==> images/gate_families.png <==
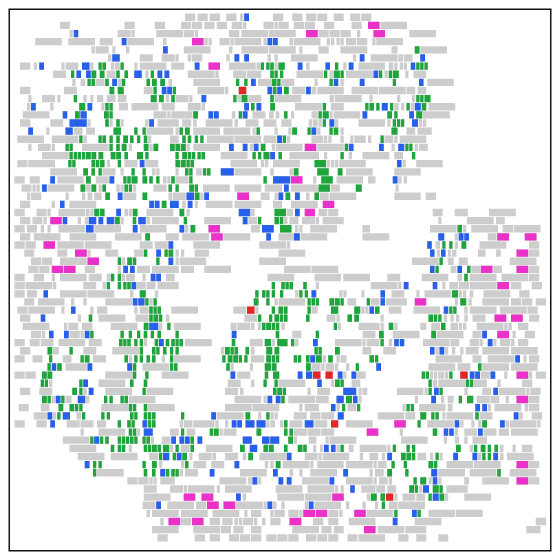
==> images/met4.png <==
Scale bar: 50 um.
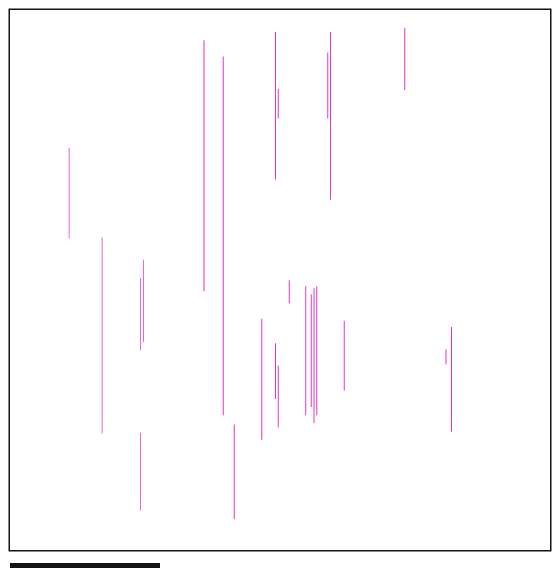
==> images/final_congestion.png <==
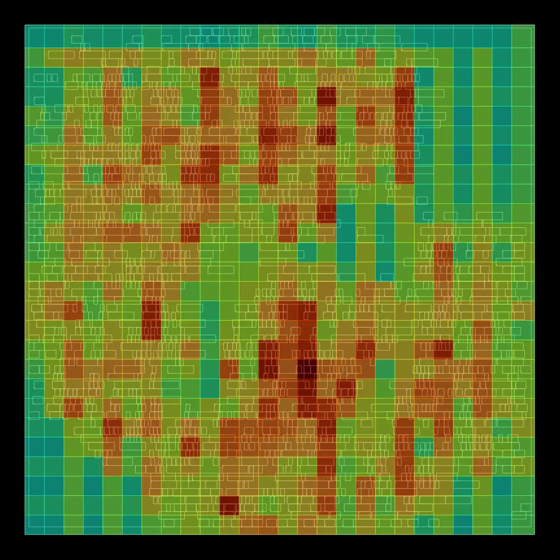
### src/rtl/fg_multichannel_burst_gen.sv
// Multi-channel burst function generator: independent constant/square/saw/triangle engines
// with per-channel prescaler, period and burst control, plus a saturated mix of all channels.
module fg_multichannel_burst_gen #(
  parameter int BITWIDTH           = 8,
  parameter int BITWIDTH_PRESCALER = 6,
  parameter int BITWIDTH_TIMER     = 8,
  parameter int BITWIDTH_BURST     = 8,
  parameter int CHANNELS           = 2
) (
  input  logic                                  clk_i,
  input  logic                                  rstn_i,
  input  logic                                  enable_i,
  input  logic [CHANNELS-1:0]                   start_i,
  input  logic [CHANNELS-1:0]                   stop_i,
  input  logic [CHANNELS*(3+BITWIDTH_BURST+BITWIDTH_PRESCALER+2*BITWIDTH_TIMER+3*BITWIDTH)-1:0] CR_bus_i,
  output logic [CHANNELS*BITWIDTH-1:0]          out_o,
  output logic [CHANNELS-1:0]                   outValid_STRB_o,
  output logic [BITWIDTH-1:0]                   mix_o,
  output logic                                  mixValid_STRB_o,
  output logic [CHANNELS-1:0]                   busy_o,
  output logic [CHANNELS-1:0]                   done_o
);
  localparam int BW   = BITWIDTH;
  localparam int PW   = BITWIDTH_PRESCALER;
  localparam int TW   = BITWIDTH_TIMER;
  localparam int BRW  = BITWIDTH_BURST;
  localparam int CR_W = 3 + BRW + PW + 2*TW + 3*BW;
  localparam int SW   = BW + 2;
  localparam int MW   = BW + $clog2(CHANNELS) + 1;

  localparam logic signed [SW-1:0] S_MAX = {3'b000, {(BW-1){1'b1}}};
  localparam logic signed [SW-1:0] S_MIN = {3'b111, {(BW-1){1'b0}}};
  localparam logic signed [MW-1:0] M_MAX = {{(MW-BW+1){1'b0}}, {(BW-1){1'b1}}};
  localparam logic signed [MW-1:0] M_MIN = {{(MW-BW+1){1'b1}}, {(BW-1){1'b0}}};
  localparam logic [PW-1:0]  PSC_ONE   = {{(PW-1){1'b0}}, 1'b1};
  localparam logic [TW-1:0]  CNT_ONE   = {{(TW-1){1'b0}}, 1'b1};
  localparam logic [BRW-1:0] BURST_ONE = {{(BRW-1){1'b0}}, 1'b1};

  typedef enum logic [1:0] {S_IDLE = 2'd0, S_RUN = 2'd1, S_DONE = 2'd2} state_t;

  for (genvar n = 0; n < CHANNELS; n++) begin : g_ch
    logic [CR_W-1:0] cfg_r;
    state_t          state_r;
    logic [PW-1:0]   psc_r;
    logic [TW-1:0]   cnt_r;
    logic [BW-1:0]   acc_r;
    logic [BRW-1:0]  burst_r;
    logic [BW-1:0]   out_r;
    logic            valid_r;

    logic [BW-1:0]  offset_s, amplitude_s, step_s;
    logic [TW-1:0]  on_count_s, period_s;
    logic [PW-1:0]  prescaler_s;
    logic [BRW-1:0] burst_len_s;
    logic [2:0]     mode_s;
    logic           tick_s;

    assign offset_s    = cfg_r[0 +: BW];
    assign amplitude_s = cfg_r[BW +: BW];
    assign step_s      = cfg_r[2*BW +: BW];
    assign on_count_s  = cfg_r[3*BW +: TW];
    assign period_s    = cfg_r[3*BW+TW +: TW];
    assign prescaler_s = cfg_r[3*BW+2*TW +: PW];
    assign burst_len_s = cfg_r[3*BW+2*TW+PW +: BRW];
    assign mode_s      = cfg_r[CR_W-3 +: 3];
    assign tick_s      = (state_r == S_RUN) && enable_i && (psc_r == prescaler_s);

    logic [BW-1:0]        wave_s, acc_up_s, acc_dn_s, sample_s;
    logic [BW:0]          acc_sum_s;
    logic signed [SW-1:0] sum_s;

    // Waveform value from current cnt/acc, saturated offset add and next accumulator candidates
    always_comb begin
      wave_s    = {BW{1'b0}};
      acc_sum_s = {1'b0, acc_r} + {1'b0, step_s};
      acc_up_s  = (acc_sum_s > {1'b0, amplitude_s}) ? amplitude_s : acc_sum_s[BW-1:0];
      acc_dn_s  = (acc_r > step_s) ? (acc_r - step_s) : {BW{1'b0}};
      case (mode_s)
        3'd0:    wave_s = amplitude_s;
        3'd1:    wave_s = (cnt_r < on_count_s) ? amplitude_s : {BW{1'b0}};
        3'd2:    wave_s = acc_r;
        3'd3:    wave_s = acc_r;
        default: wave_s = {BW{1'b0}};
      endcase
      sum_s = $signed({2'b00, wave_s}) + $signed({{2{offset_s[BW-1]}}, offset_s});
      if (sum_s > S_MAX) begin
        sample_s = S_MAX[BW-1:0];
      end else if (sum_s < S_MIN) begin
        sample_s = S_MIN[BW-1:0];
      end else begin
        sample_s = sum_s[BW-1:0];
      end
    end

    // Channel FSM, counters and registered sample; stop has priority over start
    always_ff @(posedge clk_i or negedge rstn_i) begin
      if (!rstn_i) begin
        cfg_r   <= {CR_W{1'b0}};
        state_r <= S_IDLE;
        psc_r   <= {PW{1'b0}};
        cnt_r   <= {TW{1'b0}};
        acc_r   <= {BW{1'b0}};
        burst_r <= {BRW{1'b0}};
        out_r   <= {BW{1'b0}};
        valid_r <= 1'b0;
      end else begin
        valid_r <= 1'b0;
        if (stop_i[n]) begin
          state_r <= S_IDLE;
        end else if (start_i[n]) begin
          cfg_r   <= CR_bus_i[n*CR_W +: CR_W];
          state_r <= S_RUN;
          psc_r   <= {PW{1'b0}};
          cnt_r   <= {TW{1'b0}};
          acc_r   <= {BW{1'b0}};
          burst_r <= {BRW{1'b0}};
        end else if (tick_s) begin
          out_r   <= sample_s;
          valid_r <= 1'b1;
          psc_r   <= {PW{1'b0}};
          if (cnt_r == period_s) begin
            cnt_r   <= {TW{1'b0}};
            acc_r   <= {BW{1'b0}};
            burst_r <= burst_r + BURST_ONE;
            if ((burst_len_s != {BRW{1'b0}}) && ((burst_r + BURST_ONE) == burst_len_s)) begin
              state_r <= S_DONE;
            end else begin
              state_r <= state_r;
            end
          end else begin
            cnt_r <= cnt_r + CNT_ONE;
            if (mode_s == 3'd2) begin
              acc_r <= acc_up_s;
            end else if (mode_s == 3'd3) begin
              acc_r <= (cnt_r < on_count_s) ? acc_up_s : acc_dn_s;
            end else begin
              acc_r <= acc_r;
            end
          end
        end else if ((state_r == S_RUN) && enable_i) begin
          psc_r <= psc_r + PSC_ONE;
        end else begin
          psc_r <= psc_r;
        end
      end
    end

    assign out_o[n*BW +: BW] = out_r;
    assign outValid_STRB_o[n] = valid_r;
    assign busy_o[n] = (state_r == S_RUN);
    assign done_o[n] = (state_r == S_DONE);
  end

  logic signed [MW-1:0] mix_sum_s;
  logic [BW-1:0]        mix_sat_s;
  logic [BW-1:0]        mix_r;
  logic                 mix_valid_r;

  // Sign-extended sum of all channel samples, clamped to the sample range
  always_comb begin
    mix_sum_s = {MW{1'b0}};
    for (int i = 0; i < CHANNELS; i++) begin
      mix_sum_s = mix_sum_s + $signed({{(MW-BW){out_o[i*BW+BW-1]}}, out_o[i*BW +: BW]});
    end
    if (mix_sum_s > M_MAX) begin
      mix_sat_s = M_MAX[BW-1:0];
    end else if (mix_sum_s < M_MIN) begin
      mix_sat_s = M_MIN[BW-1:0];
    end else begin
      mix_sat_s = mix_sum_s[BW-1:0];
    end
  end

  // Mix register refreshes the cycle after any channel strobe
  always_ff @(posedge clk_i or negedge rstn_i) begin
    if (!rstn_i) begin
      mix_r       <= {BW{1'b0}};
      mix_valid_r <= 1'b0;
    end else if (|outValid_STRB_o) begin
      mix_r       <= mix_sat_s;
      mix_valid_r <= 1'b1;
    end else begin
      mix_r       <= mix_r;
      mix_valid_r <= 1'b0;
    end
  end

  assign mix_o           = mix_r;
  assign mixValid_STRB_o = mix_valid_r;
endmodule

### config.mk
export PLATFORM = sky130hd
export DESIGN_NAME = fg_multichannel_burst_gen
export DESIGN_NICKNAME = d
export VERILOG_FILES = /design/src/rtl/fg_multichannel_burst_gen.sv
export SDC_FILE = /design/constraint.sdc
export NUM_CORES = 1
export LEC_CHECK = 0
export ABC_AREA = 1
export CAP_MARGIN = 40
export CORE_UTILIZATION = 41
export CTS_BUF_LIST = sky130_fd_sc_hd__clkbuf_8 sky130_fd_sc_hd__clkbuf_16
export CTS_CLUSTER_SIZE = 10
export DETAILED_ROUTE_END_ITERATION = 16
export PLACE_DENSITY = 0.68
export SETUP_SLACK_MARGIN = 0.15
export SLEW_MARGIN = 20
export SYNTH_ARGS = -nofsm -noshare
export SYNTH_HDL_FRONTEND = slang
export SYNTH_SLANG_ARGS = --single-unit
### constraint.sdc
create_clock -name clk_i -period 4.3 [get_ports clk_i]
set_input_delay 0.43 -clock clk_i [delete_from_list [all_inputs] [get_ports clk_i]]
set_output_delay 0.43 -clock clk_i [all_outputs]
set_load 0.01 [all_outputs]
==> results.cfg <==
; physical design summary
[cells_and_area]
inv_count = 222
seq_area_um2 = 5130
dominant_cells = multi-input combinational cells
fillers = 3026
clockBufferCount = 35
seq_cells = 205
logic_gates = 1187
nonClkBufAreaFrac_pct = 10.25
final_area_um2 = 15900
finalNetCount = 2025
final-clk-cell-share_pct = 5.193
final_layout_top_logic_cells = nand2_1 (376), inv_1 (219), dfrtp_1 (205), nor2_1 (150), clkdlybuf4s50_1 (150)
n_all_buffers = 160
synthToLayoutAreaGrowth_pct = 21.59

[clock_network]
worstSkewPairLatency_ns = 0.53
post_cts_buffers = 0
htreeDepth = 1
ctsResizeCount = 0
cts.sinks = 205
cts_buffer_depth = 3
cts_hold_buf = 1
path_clk_slew_ns = 0.06
cts_made_buffers = 27

[critical_path]
endpoint = g_ch[0].out_r[6]
path_cells = ha_1, a21oi_1, o21ai_0, nand4_1, nand2_1, inv_1, nand3_1, o221ai_1, ha_1, inv_1, fa_1, o21ai_0, nand4_1, nand3_1, nand2_1, o21ai_2, nand2_1, nand2_1, nand2_1
critPathArrivalTime_ns = 3.91
startpoint_type = flip-flop
crit_type = flip-flop to flip-flop
critPathTopFamily = adder cells
worst-path-buf-inv = 2
crit_path_max_incr_delay_ns = 0.45
r2r_cells = 19
r2r-start = g_ch[0].cnt_r[3]

[timing]
finalMaxSlewViolations = 0
fin_ws_ns = 0.8000
setup_viol = 0
tightestPinTransition_ns = 0.7628
fin_crit_ns = 3.500
finClkSkew_ns = 0.01139
fin_setup_tns_ns = 0
maxSlewHeadroom_pct = 48.97
fmax_ghz = 0.2857
hold_viol = 0

[yosys]
ys_seq_share_pct = 39.23
ys_chip_area_um2 = 13080
ff_type = dfrtp_1
syn_nets = 1868
synth_area_um2 = 13080
yosys_cells = 1646
topCombFamilyByArea = simple AND/OR/NAND/NOR gates
ys_warn_count = 0
edf_count = 0
topCellsByArea = dfrtp_1 (39%), nand2_1 (11%), ha_1 (9.0%)
synthCells = 1646
synthArstFlopShare_pct = 100.0
ys_sh_aoi_pct = 10.03
ys_sh_mux_pct = 3.951
synth_cell_type_count = 53
syn_avg_cell_area_um2 = 7.945
ys_sh_xor_pct = 4.822
synth_top_cell_by_area = dfrtp_1
yosysTopAreaCellShare_pct = 39.23
common_cells = nand2_1 (378), inv_1 (214), dfrtp_1 (205)

[power]
ir_worst_vdd_mv = 0.2814
internal-power_uw = 4239
clockPowerShare_pct = 32.2
sw_frac_of_total_pct = 35.04
total_power_uw = 6526
top_power_group = sequential cells
power.leakage_uw = 0.008038
pg_seq_uw = 2320
p_clk_uw = 2100
p_sw_uw = 2287
power_frac_comb_pct = 32.3
p_comb_uw = 2110
power_density_nw_per_um2 = 410.4

[die]
taps = 402
die_h_um = 180.6
core-area_um2 = 31470
die-area_um2 = 32610
io_pins = 152
die_x_um = 180.6
row_count = 65
initial_utilization_pct = 41.55

[drt]
top_layer_used = met4
drt-total-wl_um = 34060
wl_met1_um = 15860
postRouteAntennaNets = 0
wl_met2_um = 15890

[placed_design]
placed_area_um2 = 15070
dp_hpwl_um = 25970
gp_congestion = 0.8733
dpl.cell_count = 2175

[worst_hold_path]
min_to = g_ch[1].cfg_r[20]
whs_path_depth = 3
hold_start = CR_bus_i[77]
hp-class = input port to flip-flop

[global_routing]
grt_pass1_vias = 11320
grt_pass1_wl_um = 56970
gr-max-usage-layer = met2
antenna_found_initial = 0
grt_max_degree = 86

[job]
maxCapViolations = 0
warnings = 44

[run_status]
status = completed
## Picture notes: gate_families.png
family	colour	cells
AND-OR and OR-AND gates	red	7
NAND gates	green	539
inverting AOI/OAI gates	blue	225
multiplexers	magenta	46
Top cell excl fill/tap: nand2_1
final std cells w/o fill: 2219
fraction of area in multi-input gates: 43.89%

## Picture notes: met4.png
main direction	vertical
wire length on this layer	880 um
share of all routed wire	2.6%

## Picture notes: final_congestion.png
utilization after layout: 50.52%
met3 Resource Use GR: 3.112%
Wirelength per Cell: 15.35 um
M2 GR Usage: 36.08%
GRT Overall Usage: 21.23%

## kinds of logic (layout without fill, tap and decap cells)
logic type	after synthesis	count (layout)
DFF	205	205
and+or+nand+nor	736	736
buffers and inverters	254	425
adders and majority gates	101	101
xor gates and xnor gates	72	72
muxes	46	46
AOI/OAI and AO/OA	232	232
## registers in the layout (all words and copies together) (netlist names)
signal,cells
g_ch.valid_r,2
g_ch.cfg_r,114
mix_o,8
g_ch.acc_r,16
g_ch.state_r,4
g_ch.out_r,16
g_ch.burst_r,16
g_ch.psc_r,12
mixValid_STRB_o,1
g_ch.cnt_r,16
## per-stage QoR
stage	hold slack, ns	utilization (%)
global route	0.4671	50.52
global placement	0.4746	47.78
finish	0.4709	50.52
CTS	0.4540	50.52
detailed placement	0.4850	47.87
floorplan	0.1344	-
